Run 1, I/O nets highlighted:
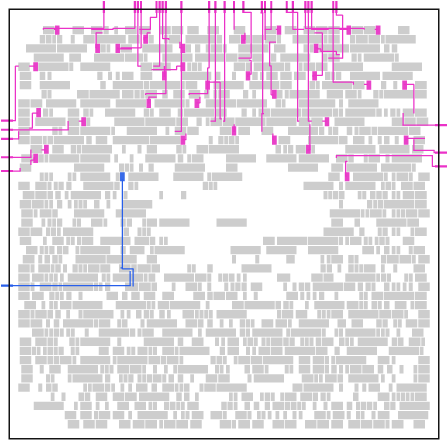
Run 1, pin map:
Pins as bars across the die edge, other pins in grey.
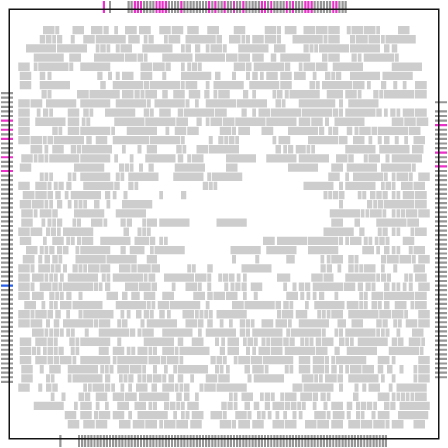
Run 1, cell placement:
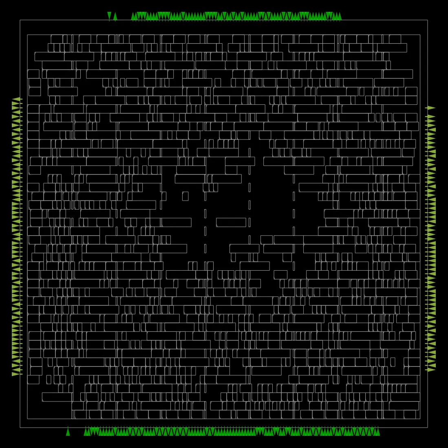
Run 1, wiring by layer:
Scale bar: 50 um.
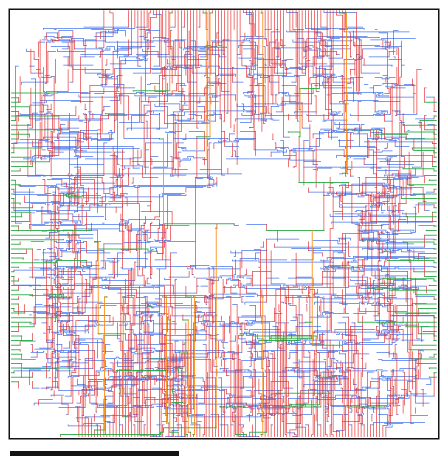
File: src/rtl/mem_port_arbiter.sv
// Two-port arbiter in front of a single-ported word memory: fetch (port 0) and
// load/store (port 1) share it, port 1 has priority, and port 0 has a starvation guard.
module mem_port_arbiter #(
    parameter int ADDR_W     = 32,
    parameter int DATA_W     = 32,
    parameter int STARVE_MAX = 4
) (
    input  logic              CLK,
    input  logic              RST,
    input  logic              REQ0,
    input  logic              WE0,
    input  logic [ADDR_W-1:0] ADDR0,
    input  logic [DATA_W-1:0] WDATA0,
    output logic              ACK0,
    output logic [DATA_W-1:0] RDATA0,
    input  logic              REQ1,
    input  logic              WE1,
    input  logic [ADDR_W-1:0] ADDR1,
    input  logic [DATA_W-1:0] WDATA1,
    output logic              ACK1,
    output logic [DATA_W-1:0] RDATA1,
    output logic [ADDR_W-1:0] M_ADDR,
    output logic [DATA_W-1:0] M_DIN,
    output logic              M_WE,
    input  logic [DATA_W-1:0] M_DOUT,
    output logic              BUSY
);

    localparam int CNT_W = $clog2(STARVE_MAX + 1);
    localparam logic [CNT_W-1:0] STARVE_LIM = CNT_W'(STARVE_MAX);

    typedef enum logic [1:0] {
        IDLE   = 2'd0,
        ACCESS = 2'd1,
        RESP   = 2'd2
    } state_t;

    state_t              state_q,  state_d;
    logic                winner_q, winner_d;   // 0 = port 0, 1 = port 1
    logic                m_we_q,   m_we_d;
    logic [ADDR_W-1:0]   m_addr_q, m_addr_d;
    logic [DATA_W-1:0]   m_din_q,  m_din_d;
    logic [DATA_W-1:0]   rdata0_q, rdata0_d;
    logic [DATA_W-1:0]   rdata1_q, rdata1_d;
    logic [CNT_W-1:0]    starve_q, starve_d;
    logic                grant0;

    // NOTE: every signal gets its hold value first, so no path leaves one unassigned (no latches).
    always_comb begin
        state_d  = state_q;
        winner_d = winner_q;
        m_we_d   = m_we_q;
        m_addr_d = m_addr_q;
        m_din_d  = m_din_q;
        rdata0_d = rdata0_q;
        rdata1_d = rdata1_q;
        starve_d = starve_q;
        grant0   = 1'b0;

        case (state_q)
            IDLE: begin
                m_we_d = 1'b0;
                if (REQ0 || REQ1) begin
                    // Port 0 wins alone, or when port 1 has beaten it STARVE_MAX times in a row.
                    grant0   = REQ0 && (!REQ1 || (starve_q == STARVE_LIM));
                    winner_d = !grant0;
                    m_we_d   = grant0 ? WE0    : WE1;
                    m_addr_d = grant0 ? ADDR0  : ADDR1;
                    m_din_d  = grant0 ? WDATA0 : WDATA1;
                    starve_d = (REQ0 && REQ1 && !grant0) ? starve_q + CNT_W'(1) : '0;
                    state_d  = ACCESS;
                end
            end
            ACCESS: begin
                if (!m_we_q) begin
                    if (winner_q) rdata1_d = M_DOUT;
                    else          rdata0_d = M_DOUT;
                end
                m_we_d  = 1'b0;
                state_d = RESP;
            end
            RESP: begin
                state_d = IDLE;
            end
            default: begin
                state_d = IDLE;
            end
        endcase
    end

    // NOTE: sequential state uses non-blocking assignments so all flops update together.
    always_ff @(posedge CLK or posedge RST) begin
        if (RST) begin
            state_q  <= IDLE;
            winner_q <= 1'b0;
            m_we_q   <= 1'b0;
            m_addr_q <= '0;
            m_din_q  <= '0;
            rdata0_q <= '0;
            rdata1_q <= '0;
            starve_q <= '0;
        end else begin
            state_q  <= state_d;
            winner_q <= winner_d;
            m_we_q   <= m_we_d;
            m_addr_q <= m_addr_d;
            m_din_q  <= m_din_d;
            rdata0_q <= rdata0_d;
            rdata1_q <= rdata1_d;
            starve_q <= starve_d;
        end
    end

    // ACKs decode straight from state so an async reset in RESP removes them at once.
    assign ACK0   = (state_q == RESP) && !winner_q;
    assign ACK1   = (state_q == RESP) &&  winner_q;
    assign BUSY   = (state_q != IDLE);
    assign M_WE   = m_we_q;
    assign M_ADDR = m_addr_q;
    assign M_DIN  = m_din_q;
    assign RDATA0 = rdata0_q;
    assign RDATA1 = rdata1_q;

endmodule

File: config.mk
export PLATFORM = sky130hd
export DESIGN_NAME = mem_port_arbiter
export DESIGN_NICKNAME = d
export VERILOG_FILES = /design/src/rtl/mem_port_arbiter.sv
export SDC_FILE = /design/constraint.sdc
export NUM_CORES = 1
export LEC_CHECK = 0
export ABC_AREA = 1
export CAP_MARGIN = 20
export CORE_MARGIN = 2
export CORE_UTILIZATION = 42
export CTS_CLUSTER_DIAMETER = 50
export DETAILED_ROUTE_END_ITERATION = 10
export PLACE_DENSITY = 0.78
export RECOVER_POWER = 100
export SLEW_MARGIN = 20
export SYNTH_ARGS = -nofsm -noshare
export SYNTH_HDL_FRONTEND = slang
export SYNTH_SLANG_ARGS = --single-unit
File: constraint.sdc
create_clock -name CLK -period 5.8 [get_ports CLK]
set_clock_uncertainty 0.2 [all_clocks]
set_input_delay 0.58 -clock CLK [delete_from_list [all_inputs] [get_ports CLK]]
set_output_delay 0.58 -clock CLK [all_outputs]
set_load 0.005 [all_outputs]
==> run summary, run 1 <==
The flow run is done. Insertion delay at the late pin of the worst-skew pair landed at 0.41 ns. The flow ran to the end, but the final reports show violations. The report lists the cells along the critical path as clkdlybuf4s50_1 > clkinvlp_2 > buf_4. Power share of the combinational group landed at between 40% and 50%. Setup repair after global routing left no endpoint under its margin.

At the end of routability-driven placement, the weighted congestion stood at ~0.82. Number of global-route vias before repair landed at 6060. Per the power-grid run, VDD falls by no more than 0.245 mV.

Final number of setup-violating endpoints landed at 0. Count of cell types in the netlist landed at 18. During I/O placement, the number of pins put on the boundary was ~300. The number of maximum-capacitance violations recorded for the run is 3. Leaving out fill and tap cells, the most frequent cells in the layout are nand2_1 (266), inv_1 (167), clkdlybuf4s50_1 (164).

In this run the static leakage power is roughly 5.3 nW. Setup fix buffers added after clock tree synthesis landed at 0. Final critical-path setup slack landed at around 2.2 ns.

The synthesis report names the predominant flop master as dfrtp_1. By instance count after routing, the leading logic cell type is nand2_1. The synthesized design contains 0 enable-type register cells.

Count of warnings emitted by yosys landed at 0. The first global-routing pass estimated 30.6 mm of wire. Before CTS, the worst setup slack after placement is 3.05 ns. In the final routed layout, each cell accounts on average for 14.6 um. The die is 127 um tall. Number of buffers inserted during clock tree synthesis landed at 17.

Antenna cell count landed at 0. The synthesized instance count is 832. Once iteration 0 of detailed routing completed, the report listed 435 DRC markers. Post-detailed-route via-to-cell ratio landed at around 4.8.

Of the available clock period, the critical path in the final layout requires 62.2%. Total chip power landed at approximately 0.0046 W. In the synthesized netlist the async set-or-reset flop fraction comes to 100%. The net count after synthesis is around 1000. Total iterations of the first detailed-routing run landed at 5. The worst setup path is captured at an asynchronous set/reset pin. Net switching is 34.2% of the power. Across all stage logs, warnings added up to 27. TritonCTS built the clock tree. The stat command in Yosys gives a chip area of ~6400 um2. Cell area after technology mapping landed at 6350 um2. Clock network power share landed at 23.8%. The number of clock sinks came to 135. The final reports fail on max-capacitance violations, max-slew violations.

Clock-pin slew on the worst setup and hold paths landed at 0.06 ns. Data on the critical path arrives at its endpoint at 3.89 ns. STA classifies the critical path startpoint as a primary input. Total of hold buffers inserted after clock tree synthesis landed at 0. The final timing report lists a max-slew violation count of 197. Entering global routing, the biggest net connects 83 pins. Global-route congestion overflow total landed at 0.
## Picture notes: 'I/O nets highlighted'
port	colour	bits	direction	edge	end cells	buffers	wire
M_DOUT	magenta	32	input	24 top, 5 left, 3 right	32	32	799 um
BUSY	blue	1	output	left	1	1	74.7 um

## Picture notes: 'pin map'
port	colour	pins	direction	edge
BUSY	blue	1	output	left
M_DOUT	magenta	32	input	24 top, 5 left, 3 right
all pins by edge	101 bottom, 73 top, 64 left, 60 right

## Picture notes: 'cell placement'
placeable core region: 14600 um2
flip-flops: 135
fraction of area in registers: 34.0%
Post-Layout Cell Count: 1302
tapcells inserted: 184

## Picture notes: 'wiring by layer'
layer	colour	wire length
metal 1	blue	7910 um
metal 2	red	9140 um
metal 4	orange	707 um
metal 3	green	1230 um

## run 1: final timing paths
path,start,endpoint,slack (ns),depth (start not counted)
max in group CLK,state_q[0]$_DFFE_PP0P_,RDATA0[10]$_DFFE_PP0P_,2.94,5
min in group asynchronous,RST,RDATA1[16]$_DFFE_PP0P_,1.32,2
min,M_DIN[31]$_DFFE_PP0P_,M_DIN[31]$_DFFE_PP0P_,0.27,2
max reg2reg,state_q[0]$_DFFE_PP0P_,RDATA0[10]$_DFFE_PP0P_,2.94,5
min reg2reg,M_DIN[31]$_DFFE_PP0P_,M_DIN[31]$_DFFE_PP0P_,0.27,2
max,RST,RDATA1[13]$_DFFE_PP0P_,2.19,3
## run 1: Yosys cell counts, types with 4 or more instances
| library cell | count | area, um2 |
|---|---|---|
| buf_2 | 16 | 80.1 |
| buf_4 | 11 | 82.6 |
| clkbuf_1 | 20 | 75.1 |
| dfrtp_1 | 135 | 3380 |
| inv_1 | 169 | 634 |
| nand2_1 | 266 | 998 |
| nand3_1 | 133 | 666 |
| nor2_1 | 4 | 15.0 |
| o21ai_0 | 63 | 315 |
| o21ai_1 | 4 | 20.0 |
## run 1: area by class of cell
| cell class | count | share of cell area [%] |
|---|---|---|
| Inverter | 170 | 6.44 |
| Tap cell | 184 | 2.32 |
| Clock buffer | 18 | 4.42 |
| Clock inverter | 14 | 1.62 |
| Sequential cell | 135 | 34.0 |
| Timing Repair Buffer | 302 | 30.2 |
| Multi-Input combinational cell | 479 | 21.0 |
## run 1: worst reg2reg max path: stages (launching register included)
cell and delay (ns):
dfrtp_1 0.39, inv_1 0.08, nor2_1 0.06, nand2_1 0.39, clkbuf_1 1.30, o21ai_0 0.24
## run 1: power by group through the flow
stage | Combinational, W | Sequential, W | Clock [W]
after detailed placement | 0.00204 | 0.00168 | 0
after global placement | 0.00201 | 0.00167 | 0
after global routing | 0.00207 | 0.00171 | 0.00116
after CTS | 0.00205 | 0.00168 | 0.00112
after floorplan | 0.000783 | 0.00170 | 0
final | 0.00185 | 0.00165 | 0.00110
## run 1: flip-flops by register name (all words and copies together) (netlist names)
signal    count
M_DIN        32
state_q       2
starve_q      3
winner_q      1
RDATA1       32
M_WE          1
M_ADDR       32
RDATA0       32
## run 1: through the flow
| stage | cell area, um2 | utilization [%] | hold slack (ns) | instances |
|---|---|---|---|---|
| after CTS | 9950 | 68.0 | 0.281 | 1301 |
| final | 9940 | 67.9 | 0.268 | 1302 |
| after detailed placement | 9350 | 63.9 | 0.264 | 1269 |
| after global routing | 9940 | 67.9 | 0.290 | 1302 |
| after floorplan | 6350 | - | 0.273 | 832 |
| after global placement | 9350 | 63.8 | 0.261 | 1269 |
## run 1: cell families (layout without fill, tap and decap cells)
kind of cell / Yosys count / after routing / share of synthesized area (%)
AOI/OAI and AO/OA: 67 / 67 / 5.28
xor gates and xnor gates: 1 / 1 / 0.138
adders and majority gates: 2 / 2 / 0.394
buffers and inverters: 218 / 504 / 14.0
DFF: 135 / 135 / 53.2
and+or+nand+nor: 409 / 409 / 27.1
## run 1: metal layers
metal,share of wire (%),track usage (%)
met3,6.5,5.44
met5,0,0
met2,48,39.4
met1,42,30.5
met4,3.7,11.4
Run 1, clock wires, drivers and flops:
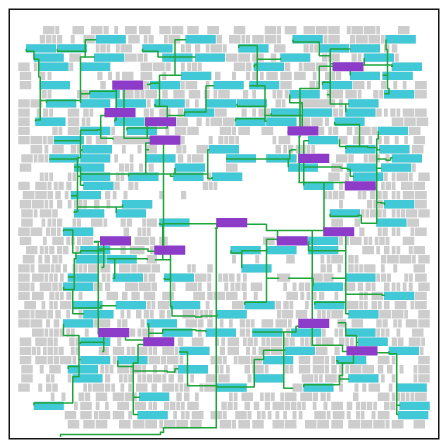

--- run 2 (diff from run 1) ---
--- a/config.mk
+++ b/config.mk
@@ -8,10 +8,10 @@
 export ABC_AREA = 1
 export CAP_MARGIN = 20
 export CORE_MARGIN = 2
-export CORE_UTILIZATION = 42
+export CORE_UTILIZATION = 38
 export CTS_CLUSTER_DIAMETER = 50
 export DETAILED_ROUTE_END_ITERATION = 10
-export PLACE_DENSITY = 0.78
+export PLACE_DENSITY = 0.74
 export RECOVER_POWER = 100
 export SLEW_MARGIN = 20
 export SYNTH_ARGS = -nofsm -noshare
==> constraint.sdc (replaced) <==
create_clock -name CLK -period 3 [get_ports CLK]
set_clock_uncertainty 0.2 [all_clocks]
set_input_delay 0.3 -clock CLK [delete_from_list [all_inputs] [get_ports CLK]]
set_output_delay 0.3 -clock CLK [all_outputs]
set_load 0.005 [all_outputs]
Run 2, clock wires, drivers and flops:
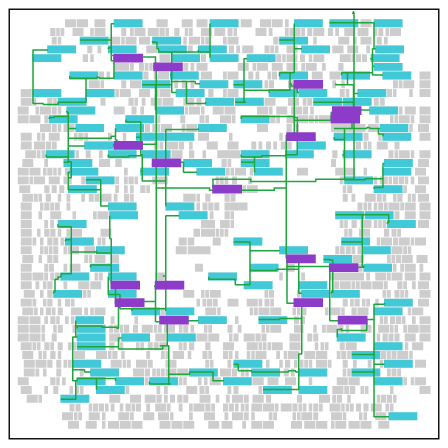
[clock drivers] purple | count: 17
[clock wires] green | length: 1680 um
[flip-flops] cyan | count: 135
routed clock nets	18

Run 2, pin map:
Pins as bars across the die edge, other pins in grey.
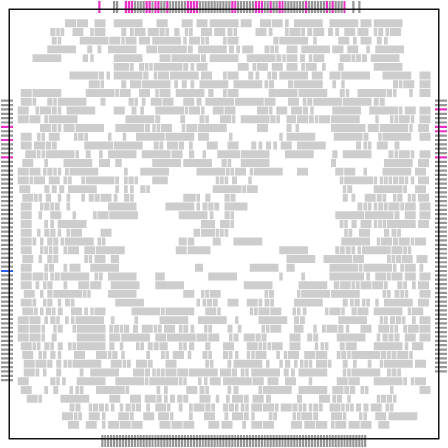
number of input and output port buffers inserted: 297
width of the die: 133 um
vertical die dimension: 133 um

==> run summary, run 2 <==
The flow run is done. The flow ran to the end, but the final reports show violations. Post-synth area from yosys stat landed at 6350 um2. Yosys attributes the largest share of cell area to dfrtp_1 (53%), nand2_1 (16%), nand3_1 (10%). The first detailed-routing pass ran for 4 iterations. The top cell type in the final layout, fill and taps aside, is nand2_1. Setup repair after global routing left no endpoint under its margin. STA classifies the critical path startpoint as a register. Max-slew check failures listed in the final report amount to between 150 and 200. The routed design shows a via density per instance of about 4.5.

In this run, synthesis inferred 0 flip-flops with an integrated enable. Number of cells traversed by the worst register-to-register path landed at 5. From the final report, the count of setup violators was given as 0.

The checks that failed: max-capacitance violations, max-slew violations. Yosys reported that registers with async set or reset make up 100%. Count of cell types in the netlist landed at 18. Number of buffers inserted during clock tree synthesis landed at 17.

Synthesis handed over a netlist of 832 instances. Initial DRC count landed at between 200 and 300. Sorting the synthesis cell report by count puts at the top nand2_1.

Core box area landed at 16500 um2. For this run, the leading register cell type out of synthesis is dfrtp_1. The final report lists a non-filler cell total of 1343. Total chip power landed at 0.00884 W. The synthesized design spends more area on one cell type than any other, namely dfrtp_1. Per the timing report, the most critical flop-to-flop path originates at state_q[0]$_DFFE_PP0P_. Yosys reports that the leading cell type by area covers 53.2% of the netlist area. TritonCTS built the clock tree. In the layout the commonest cells are nand2_1 (265), inv_1 (167), clkdlybuf4s50_1 (164).

Setup fix buffers added after clock tree synthesis landed at 0. The placement summary gives the final routability congestion estimate as 0.791. Cell area after technology mapping landed at 6350 um2. Per the post-synthesis report, the nets total ~1000. For this design, the sink count on the clock tree is 135. The run reported a max-capacitance violation count of 3. The first global-routing pass estimated 30.4 mm of wire. Peak supply drop landed at 0.384 mV. The synthesis run shows the most used standard cells to be nand2_1 (266), inv_1 (169), dfrtp_1 (135), nand3_1 (133), o21ai_0 (63).
Run 2, wiring by layer:
Scale bar: 50 um.
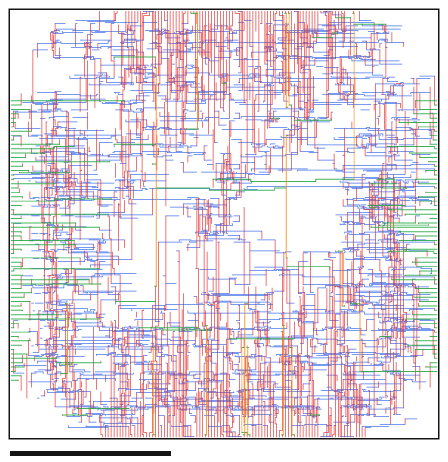
gr usage total: 21.4%
wire length per cell: 13.9 um

==> run 2: cell counts after synthesis <==
Identical to the previous run, type by type.
==> run 2: path summary, 6_finish.rpt <==
kind | endpoint | slack (ns)
worst min-delay path | RDATA0[19]$_DFFE_PP0P_ | 0.26
min in group asynchronous | RDATA1[13]$_DFFE_PP0P_ | 0.61
worst max-delay path | RDATA0[5]$_DFFE_PP0P_ | 0.61
worst max register to register | RDATA0[5]$_DFFE_PP0P_ | 0.61
worst min register to register | M_ADDR[29]$_DFFE_PP0P_ | 0.27
max in group asynchronous | M_ADDR[16]$_DFFE_PP0P_ | 0.80
==> run 2: cell families after synthesis <==
| family | share of synthesized area, % |
|---|---|
| AOI/OAI and AO/OA | 5.28 |
| adders and majority gates | 0.394 |
| DFF | 53.2 |
| buffers and inverters | 14.0 |
| and+or+nand+nor | 27.1 |
| xor gates and xnor gates | 0.138 |
==> run 2: layout make-up <==
class | count | area share (%)
diodes | 1 | 0.0249
clock inverters | 11 | 1.23
multi-input cells | 479 | 20.8
clock buffers | 21 | 4.59
flip-flops and latches | 135 | 33.7
inverters | 170 | 6.40
repair buffers | 306 | 30.5
well taps | 220 | 2.74
==> run 2: through the flow <==
| step | hold slack [ns] | utilization, % | setup WS [ns] | area [um2] |
|---|---|---|---|---|
| final | 0.264 | 60.9 | 0.608 | 10000 |
| after global routing | 0.270 | 60.9 | 0.368 | 10000 |
| after CTS | 0.179 | 61.1 | 0.789 | 10100 |
| after detailed placement | 0.264 | 57.5 | 0.924 | 9470 |
| after global placement | 0.262 | 57.5 | 0.954 | 9470 |
| after floorplan | 0.248 | - | 0.821 | 6360 |
==> run 2: power by group <==
part / switching (W) / internal (W)
clock network: 0.000769 / 0.00127
registers: 0.000454 / 0.00273
logic: 0.00174 / 0.00188
total: 0.00296 / 0.00588
==> run 2: metal layers <==
layer / GRT usage [%] / share of wire (%)
met3: 5.40 / 7.1
met5: 0 / 0
met1: 26.7 / 41
met2: 35.5 / 49
met4: 9.10 / 2.8
==> run 2: worst max-delay path, stage by stage (launching register included) <==
cell and delay [ns]:
dfrtp_1 0.36, inv_1 0.06, nor2_1 0.19, nand2_1 0.46, clkbuf_2 0.60, o21ai_0 0.40
Power and IR drop assume default switching activity.
